## src/rtl/shared_pkg.sv

```systemverilog
// Shared types and constants for the SPI-slave/RAM subsystem.
package shared_pkg;

    localparam int unsigned RX_W     = 10;
    localparam int unsigned TX_W     = 8;
    localparam int unsigned RX_CNT_W = $clog2(RX_W + 1);
    localparam int unsigned TX_CNT_W = $clog2(TX_W);

    typedef enum logic [1:0] {
        OP_WR_ADDR = 2'b00,
        OP_WR_DATA = 2'b01,
        OP_RD_ADDR = 2'b10,
        OP_RD_DATA = 2'b11
    } op_e;

    typedef enum logic [2:0] {
        IDLE      = 3'd0,
        CHK_CMD   = 3'd1,
        WRITE     = 3'd2,
        READ_ADD  = 3'd3,
        READ_DATA = 3'd4
    } spi_state_e;

    // Word handed to the RAM: op bits on top, address/data payload below.
    typedef struct packed {
        op_e                op;
        logic [RX_W-3:0]    payload;
    } rx_word_t;

endpackage

```

## src/rtl/spi_slave_if_if.sv

```systemverilog
// Bundle of SPI pins plus the RAM-facing word/reply handshake.
interface spi_slave_if_if;
    import shared_pkg::*;

    logic              SS_n;
    logic              MOSI;
    logic              MISO;
    rx_word_t          rx_data;
    logic              rx_valid;
    logic [TX_W-1:0]   tx_data;
    logic              tx_valid;

    modport slave (
        input  SS_n,
        input  MOSI,
        output MISO,
        output rx_data,
        output rx_valid,
        input  tx_data,
        input  tx_valid
    );

    modport master (
        output SS_n,
        output MOSI,
        input  MISO,
        input  rx_data,
        input  rx_valid,
        output tx_data,
        output tx_valid
    );

endinterface

```

## src/rtl/spi_tx_serializer.sv

```systemverilog
// Loads one RAM read byte and shifts it out MSB first, one bit per clock.
module spi_tx_serializer
    import shared_pkg::*;
(
    input  logic            clk,
    input  logic            rst_n,
    input  logic            load_i,
    input  logic            abort_i,
    input  logic [TX_W-1:0] data_i,
    output logic            miso_o,
    output logic            done_o
);

    logic [TX_W-1:0]     sh_q,   sh_d;
    logic [TX_CNT_W-1:0] rem_q,  rem_d;
    logic                busy_q, busy_d;
    logic                miso_q, miso_d;
    logic                done_q, done_d;

    // Abort beats load; after the last bit the line returns to 0 and done pulses.
    always_comb begin
        sh_d   = sh_q;
        rem_d  = rem_q;
        busy_d = busy_q;
        miso_d = miso_q;
        done_d = 1'b0;
        if (abort_i) begin
            sh_d   = '0;
            rem_d  = '0;
            busy_d = 1'b0;
            miso_d = 1'b0;
        end else if (load_i) begin
            miso_d = data_i[TX_W-1];
            sh_d   = {data_i[TX_W-2:0], 1'b0};
            rem_d  = TX_CNT_W'(TX_W - 1);
            busy_d = 1'b1;
        end else if (busy_q) begin
            if (rem_q != '0) begin
                miso_d = sh_q[TX_W-1];
                sh_d   = {sh_q[TX_W-2:0], 1'b0};
                rem_d  = rem_q - TX_CNT_W'(1);
            end else begin
                miso_d = 1'b0;
                busy_d = 1'b0;
                done_d = 1'b1;
            end
        end
    end

    always_ff @(posedge clk or negedge rst_n) begin
        if (!rst_n) begin
            sh_q   <= '0;
            rem_q  <= '0;
            busy_q <= 1'b0;
            miso_q <= 1'b0;
            done_q <= 1'b0;
        end else begin
            sh_q   <= sh_d;
            rem_q  <= rem_d;
            busy_q <= busy_d;
            miso_q <= miso_d;
            done_q <= done_d;
        end
    end

    assign miso_o = miso_q;
    assign done_o = done_q;

endmodule

```

## src/rtl/spi_slave_if.sv

```systemverilog
// SPI slave front end: decodes command frames into RAM words and returns read data on MISO.
module spi_slave_if
    import shared_pkg::*;
(
    input  logic           clk,
    input  logic           rst_n,
    spi_slave_if_if.slave  spi_bus
);

    spi_state_e          state_q, state_d;
    logic [RX_CNT_W-1:0] cnt_q, cnt_d;
    logic [RX_W-1:0]     rx_sh_q, rx_sh_d;
    rx_word_t            rx_data_q, rx_data_d;
    logic                rx_valid_q, rx_valid_d;
    logic                rd_addr_seen_q, rd_addr_seen_d;
    logic                tx_sent_q, tx_sent_d;
    logic                tx_load_c;
    logic                tx_done;
    logic                miso;

    always_comb begin
        state_d        = state_q;
        cnt_d          = cnt_q;
        rx_sh_d        = rx_sh_q;
        rx_data_d      = rx_data_q;
        rx_valid_d     = 1'b0;
        rd_addr_seen_d = rd_addr_seen_q;
        tx_sent_d      = tx_sent_q;
        tx_load_c      = 1'b0;

        if (tx_done) begin
            rd_addr_seen_d = 1'b0;
        end

        // Deselect ends any frame at once, even on the edge carrying the last bit.
        if (state_q != IDLE && spi_bus.SS_n) begin
            state_d   = IDLE;
            cnt_d     = '0;
            tx_sent_d = 1'b0;
        end else begin
            case (state_q)
                IDLE: begin
                    if (!spi_bus.SS_n) begin
                        state_d = CHK_CMD;
                    end
                end
                CHK_CMD: begin
                    cnt_d = '0;
                    if (!spi_bus.MOSI) begin
                        state_d = WRITE;
                    end else if (rd_addr_seen_q) begin
                        state_d = READ_DATA;
                    end else begin
                        state_d = READ_ADD;
                    end
                end
                WRITE, READ_ADD, READ_DATA: begin
                    if (cnt_q != RX_CNT_W'(RX_W)) begin
                        rx_sh_d = {rx_sh_q[RX_W-2:0], spi_bus.MOSI};
                        cnt_d   = cnt_q + RX_CNT_W'(1);
                        if (cnt_q == RX_CNT_W'(RX_W - 1)) begin
                            rx_data_d  = rx_word_t'({rx_sh_q[RX_W-2:0], spi_bus.MOSI});
                            rx_valid_d = 1'b1;
                            if (state_q == READ_ADD) begin
                                rd_addr_seen_d = 1'b1;
                            end
                        end
                    end else if (state_q == READ_DATA && !tx_sent_q && spi_bus.tx_valid) begin
                        tx_load_c = 1'b1;
                        tx_sent_d = 1'b1;
                    end
                end
                default: state_d = IDLE;
            endcase
        end
    end

    always_ff @(posedge clk or negedge rst_n) begin
        if (!rst_n) begin
            state_q        <= IDLE;
            cnt_q          <= '0;
            rx_sh_q        <= '0;
            rx_data_q      <= '0;
            rx_valid_q     <= 1'b0;
            rd_addr_seen_q <= 1'b0;
            tx_sent_q      <= 1'b0;
        end else begin
            state_q        <= state_d;
            cnt_q          <= cnt_d;
            rx_sh_q        <= rx_sh_d;
            rx_data_q      <= rx_data_d;
            rx_valid_q     <= rx_valid_d;
            rd_addr_seen_q <= rd_addr_seen_d;
            tx_sent_q      <= tx_sent_d;
        end
    end

    spi_tx_serializer u_tx (
        .clk     (clk),
        .rst_n   (rst_n),
        .load_i  (tx_load_c),
        .abort_i (spi_bus.SS_n),
        .data_i  (spi_bus.tx_data),
        .miso_o  (miso),
        .done_o  (tx_done)
    );

    assign spi_bus.MISO     = miso;
    assign spi_bus.rx_data  = rx_data_q;
    assign spi_bus.rx_valid = rx_valid_q;

endmodule

```

## src/flat_wrapper.sv

```systemverilog
// flat-port wrapper written by rule: the top's interface ports become plain ports
module spi_slave_if_flat import shared_pkg::*;
  (clk, rst_n, spi_bus_SS_n, spi_bus_MOSI, spi_bus_MISO, spi_bus_rx_data, spi_bus_rx_valid, spi_bus_tx_data, spi_bus_tx_valid);
  spi_slave_if_if spi_bus_i ();
  input  logic clk;
  input  logic rst_n;
  input wire logic [$bits(spi_bus_i.SS_n)-1:0] spi_bus_SS_n;
  input wire logic [$bits(spi_bus_i.MOSI)-1:0] spi_bus_MOSI;
  output wire logic [$bits(spi_bus_i.MISO)-1:0] spi_bus_MISO;
  output wire logic [$bits(spi_bus_i.rx_data)-1:0] spi_bus_rx_data;
  output wire logic [$bits(spi_bus_i.rx_valid)-1:0] spi_bus_rx_valid;
  input wire logic [$bits(spi_bus_i.tx_data)-1:0] spi_bus_tx_data;
  input wire logic [$bits(spi_bus_i.tx_valid)-1:0] spi_bus_tx_valid;
  assign spi_bus_i.SS_n = spi_bus_SS_n;
  assign spi_bus_i.MOSI = spi_bus_MOSI;
  assign spi_bus_MISO = spi_bus_i.MISO;
  assign spi_bus_rx_data = spi_bus_i.rx_data;
  assign spi_bus_rx_valid = spi_bus_i.rx_valid;
  assign spi_bus_i.tx_data = spi_bus_tx_data;
  assign spi_bus_i.tx_valid = spi_bus_tx_valid;
  spi_slave_if u_core (.clk(clk), .rst_n(rst_n), .spi_bus(spi_bus_i));
endmodule
```

## config.mk

```make
export PLATFORM = sky130hd
export DESIGN_NAME = spi_slave_if_flat
export DESIGN_NICKNAME = d
export VERILOG_FILES = /design/src/rtl/shared_pkg.sv /design/src/rtl/spi_slave_if_if.sv /design/src/rtl/spi_tx_serializer.sv /design/src/rtl/spi_slave_if.sv /design/src/flat_wrapper.sv
export SDC_FILE = /design/constraint.sdc
export NUM_CORES = 1
export LEC_CHECK = 0
export CAP_MARGIN = 10
export CORE_ASPECT_RATIO = 1.1
export CORE_UTILIZATION = 49
export CTS_CLUSTER_SIZE = 28
export DETAILED_ROUTE_END_ITERATION = 6
export GPL_TIMING_DRIVEN = 0
export PLACE_DENSITY = 0.78
export SYNTH_ARGS = -nofsm -noshare
export SYNTH_HDL_FRONTEND = slang
export SYNTH_SLANG_ARGS = --single-unit
export TNS_END_PERCENT = 30
```

## constraint.sdc

```tcl
create_clock -name clk -period 1.6 [get_ports clk]
set_input_delay 0.24 -clock clk [delete_from_list [all_inputs] [get_ports clk]]
set_output_delay 0.24 -clock clk [all_outputs]
set_load 0.02 [all_outputs]
```

Fig. 1: run 1, metal layers overlaid
Scale: 4 px per um.
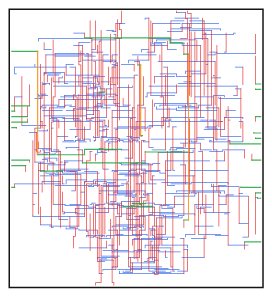
blue -> metal 1  # wire length 1720 um
red -> metal 2  # wire length 2180 um
orange -> metal 4  # wire length 85.0 um
green -> metal 3  # wire length 152 um

Fig. 2: run 1, signal wires on met3
Scale: 4 px per um.
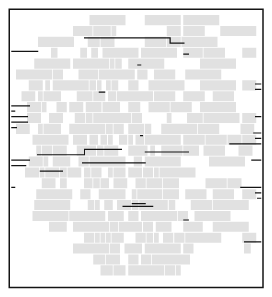
nets with wire on the layer = 26
main direction = horizontal
wire length on this layer = 152 um
share of all routed wire = 3.7%

==> out/qor.yml, run 1 <==
setup_path:
  crit_slowest_cell: "dfrtp_1"
  worst_setup_path_start_kind: "flip-flop"
  worst_r2r_path_depth: 6
  cp-endpoint: "u_core.spi_bus.rx_data[2]$_DFFE_PN0P_"
  max_stage_delay_ns: 0.43
  crit_type: "reg -> reg"
  crit_buf_inv: 1
  r2r_end: "u_core.spi_bus.rx_data[2]$_DFFE_PN0P_"
  path_delay_family: "flip-flops"
  end_kind: "flip-flop"
  cp_cell_sequence: "ha_4, nor2_2, nand3_4, nor2_4, buf_6, mux2_4"
  crit_required_ns: 1.79
  r2r-start: "u_core.cnt_q[1]$_DFFE_PN0P_"
  cp_data_arrival_time_ns: 1.79
layout:
  largest_reg_flops: 10
  n_antenna_cell: 0
  final_common_cell: "dfrtp_1"
  fin_area_mm2: 0.002619
  final_nets: 224
  drive_above_1_share_pct: 35.27
  syn2layout_area_growth_pct: 30.32
  mostFrequentLayoutCells: "dfrtp_1, clkdlybuf4s50_1, mux2_4, buf_4, nor2_1"
  stdcell_count: 259
floorplan:
  coreArea_mm2: 0.003934
  fp.dieH_um: 69.17
  initial_utilization_pct: 51.08
  die_w_um: 63.06
  pin_count: 25
route:
  drtPass1Iterations: 4
  drtIter0Drc: 38
  drc: 0
  vias: 1369
  wl_um: 4140
  vias_per_cell: 5.286
clock_tree:
  clock_sinks: 42
  path_clk_slew_ns: 0.08
  cts-root-buf: "clkbuf_8"
  cts-resized-gates: 10
  ctsHtreeMaxLevel: 2
  postCtsSetupBuffers: 8
  numCtsBuffers: 5
  clk_latency_ns: 0.30
  ctsHoldBuffers: 0
pwr:
  ir_worst_vdd_uv: 478.8
  combPwrFrac_pct: 19.8
  p_sw_share_pct: 27.29
  p_leak_uw: 0.001214
  p_switching_uw: 686.0
  power-per-cell-area_mw_per_mm2: 960.0
  clkPwrFrac_pct: 28.4
  internal-power_uw: 1828
sta:
  fin_ws_ns: 0.0001641
  timing.final.crit_period_ns: 1.600
  setup_violations: 0
  finalClockPeriodUsage_pct: 99.99
  max-slew-margin-rel_pct: 38.86
  worst_pin_slew_ns: 0.9171
  fin_skew_ns: 0.009963
  fmax_mhz: 625.1
  maxSlewViolCount: 0
  setup_tns_ns: 0
  hold_viol_final: 0
synthesis:
  yosysWarnings: 0
  synthTopLogicFamily: "multiplexers"
  ys_seq_share_pct: 52.30
  dominantRegCellSynth: "dfrtp_1"
  ys_cells: 159
  synth_chip_area_mm2: 0.002009
  ys_sh_aoi_pct: 8.219
  top_area_share_pct: 52.30
  ys_seq_elements: 42
  synth.area.top_cells: "dfrtp_1, mux2_4, mux2i_1"
  synth_dominant_cell_count: "dfrtp_1"
  syn-mean-instance-area_um2: 12.64
  top_area_cell: "dfrtp_1"
  async_flop_share_pct: 100.0
  edf_count: 0
  synth_cell_types: 38
  synthMuxAreaShare_pct: 19.12
  postSynthCellCount: 159
  synth_area_mm2: 0.002009
  common_cells: "dfrtp_1, mux2_4, nor2_1"
  adder_share_pct: 3.113
  yosys.area_share.simple_pct: 12.27
  ys_sh_xor_pct: 1.308
flow_run:
  maxCapViolCount: 0
  warnings: 31
placement:
  pre_cts_ws_ns: -0.3073
  place_congestion: 0.7573
  placed_area_mm2: 0.002310
  dp.final_hpwl_um: 2553
status:
  status: "finished clean"
global_route:
  met1_usage_pct: 23.08
  first_global_vias: 1388
  busiest_layer: "met2"
  grt_pass1_wl_um: 6575
  use_met3_pct: 5.795
  overflow: 0
  grt_util_met2_pct: 34.17
  antenna_found_initial: 0
  grt_max_degree: 43
  grtUsageTotal_pct: 20.23
Fig. 3: run 1, sequential cells grouped by signal name
Scale: 4 px per um. Other sequential cells in the stronger grey, the rest of the logic in the fainter grey.
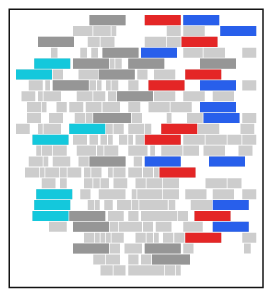
blue -> u_core.spi_bus.rx_data  # flops 10
red -> u_core.rx_sh_q  # flops 9
cyan -> u_core.u_tx.sh_q  # flops 7

[run 1: metal layers]
metal | part of all wire (%) | up-vias
li1 | - | 651
met1 | 42 | 674
met2 | 53 | 37
met3 | 3.7 | 7
met4 | 2.1 | 0
met5 | 0 | -
[run 1: layout make-up]
class	instances	area, um^2
plain buffers	7	50.05
well taps	52	65.06
flip-flops and latches	42	1054
fillers	286	1315
repair buffers	40	361.6
multi-input cells	104	970.9
clock buffers	6	82.58
clock inverters	2	12.51
inverters	6	22.52
[run 1: power groups by stage]
stage                     clock, uW  combinational [uW]  sequential, uW
after floorplan                   0                 306            1280
after global placement            0                 386            1300
after detailed placement          0                 401            1320
after CTS                       729                 451            1300
after global routing            780                 535            1320
final                           715                 498            1300
==> run 2: changes to the inputs <==
- CAP_MARGIN: 10 -> 20
Fig. 4: run 2, track usage over the die
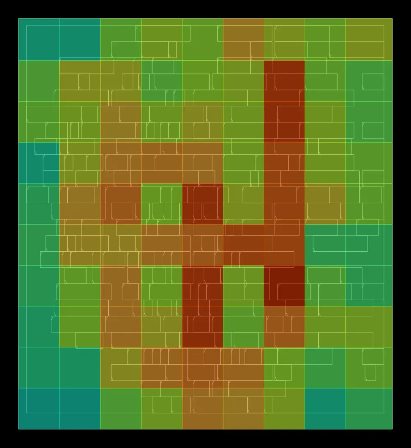
GR peak layer: met2
All-Layer GR Usage: 20.23%
Final Core Density: 66.57%
met2 global-route usage: 34.17%

Fig. 5: run 2, sequential cells grouped by signal name
Scale: 4 px per um. Other sequential cells in the stronger grey, the rest of the logic in the fainter grey.
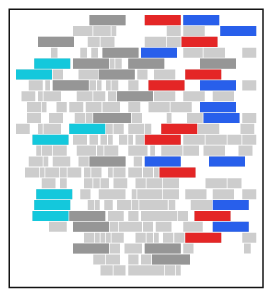
blue -> u_core.spi_bus.rx_data  # flops 10
red -> u_core.rx_sh_q  # flops 9
cyan -> u_core.u_tx.sh_q  # flops 7

==> out/qor.yml, run 2 <==
status:
  status: "finished clean"
floorplan:
  fp.dieH_um: 69.17  # unchanged
  initial_utilization_pct: 51.08  # unchanged
  coreArea_mm2: 0.003934  # unchanged
  die_w_um: 63.06  # unchanged
  taps: 52  # unchanged
layout:
  mostFrequentLayoutCells: "dfrtp_1, clkdlybuf4s50_1, mux2_4, buf_4, nor2_1"
  largest_cell_class: "flip-flops and latches"
  comb_area_um2: 970.9  # unchanged
  n_all_buffers: 47  # unchanged
  n_antenna_cell: 0  # unchanged
  seq_area_share_pct: 40.23  # unchanged
  inv_count: 6  # unchanged
  final_nets: 224  # unchanged
  seq_cells: 42  # unchanged
  comb_cells: 104  # unchanged
  fin_area_mm2: 0.002619  # unchanged
  sh_comb_area_pct: 37.08  # unchanged
sta:
  hold_viol_final: 0  # unchanged
  fmax_mhz: 625.1  # unchanged
  setup_tns_ns: 0  # unchanged
  maxSlewViolCount: 0  # unchanged
  fin_skew_ns: 0.009963  # unchanged
flow_run:
  warnings: 31  # unchanged
synthesis:
  synthTopLogicFamily: "multiplexers"
  top_area_share_pct: 52.30  # unchanged
  synth_dominant_cell_count: "dfrtp_1"
  ys_sh_aoi_pct: 8.219  # unchanged
  ys_cells: 159  # unchanged
  postSynthCellCount: 159  # unchanged
  edf_count: 0  # unchanged
  ys_sh_xor_pct: 1.308  # unchanged
  ys_seq_elements: 42  # unchanged
  synth_area_mm2: 0.002009  # unchanged
  synth_chip_area_mm2: 0.002009  # unchanged
  synthMuxAreaShare_pct: 19.12  # unchanged
  syn-mean-instance-area_um2: 12.64  # unchanged
  yosysWarnings: 0  # unchanged
  synth.area.top_cells: "dfrtp_1, mux2_4, mux2i_1"
route:
  drtIter0Drc: 38  # unchanged
  met2WireLength_um: 2178  # unchanged
  drc: 0  # unchanged
  wl_um: 4140  # unchanged
  vias: 1369  # unchanged
  highest_layer: "met4"
  wl_met1_um: 1724  # unchanged
clock_tree:
  cts-root-buf: "clkbuf_8"
  postCtsSetupBuffers: 8  # unchanged
  path_clk_slew_ns: 0.08  # about the same
  cts-resized-gates: 10  # unchanged
  ctsHoldBuffers: 0  # unchanged
pwr:
  p_leak_uw: 0.001214  # unchanged
  ir_worst_vdd_uv: 478.8  # unchanged
  power_combinational_uw: 498  # about the same
  p_switching_uw: 686.0  # unchanged
  power-per-cell-area_mw_per_mm2: 960.0  # unchanged
  maxPowerGroup: "sequential cells"
  internal-power_uw: 1828  # unchanged
  pg_seq_uw: 1300  # about the same
  p_sw_share_pct: 27.29  # unchanged
global_route:
  grt_pass1_wl_um: 6575  # unchanged
  use_met3_pct: 5.795  # unchanged
  antenna_found_initial: 0  # unchanged
  grt_max_degree: 43  # unchanged
  first_global_vias: 1388  # unchanged
  overflow: 0  # unchanged
placement:
  pre_cts_ws_ns: -0.3073  # unchanged
  place_congestion: 0.7573  # unchanged
setup_path:
  crit_required_ns: 1.79  # about the same
  cp_cell_sequence: "ha_4, nor2_2, nand3_4, nor2_4, buf_6, mux2_4"
  crit_slowest_cell: "dfrtp_1"
  path_delay_family: "flip-flops"
  max_stage_delay_ns: 0.43  # about the same
run 2: path summary, 6_finish.rpt:
kind	startpoint	depth (start not counted)	end
worst max-delay path	u_core.cnt_q[1]$_DFFE_PN0P_	6	u_core.spi_bus.rx_data[2]$_DFFE_PN0P_
worst min-delay path	rst_n	1	u_core.rx_sh_q[4]$_DFFE_PN0P_
worst max register to register	u_core.cnt_q[1]$_DFFE_PN0P_	6	u_core.spi_bus.rx_data[2]$_DFFE_PN0P_
worst min register to register	u_core.u_tx.done_o$_DFF_PN0_	1	u_core.rd_addr_seen_q$_DFF_PN0_
max in group asynchronous	rst_n	1	u_core.state_q[1]$_DFFE_PN0P_
min in group clk	u_core.u_tx.done_o$_DFF_PN0_	1	u_core.rd_addr_seen_q$_DFF_PN0_
Power figures rest on the tool's default switching activity, not on a simulated workload.
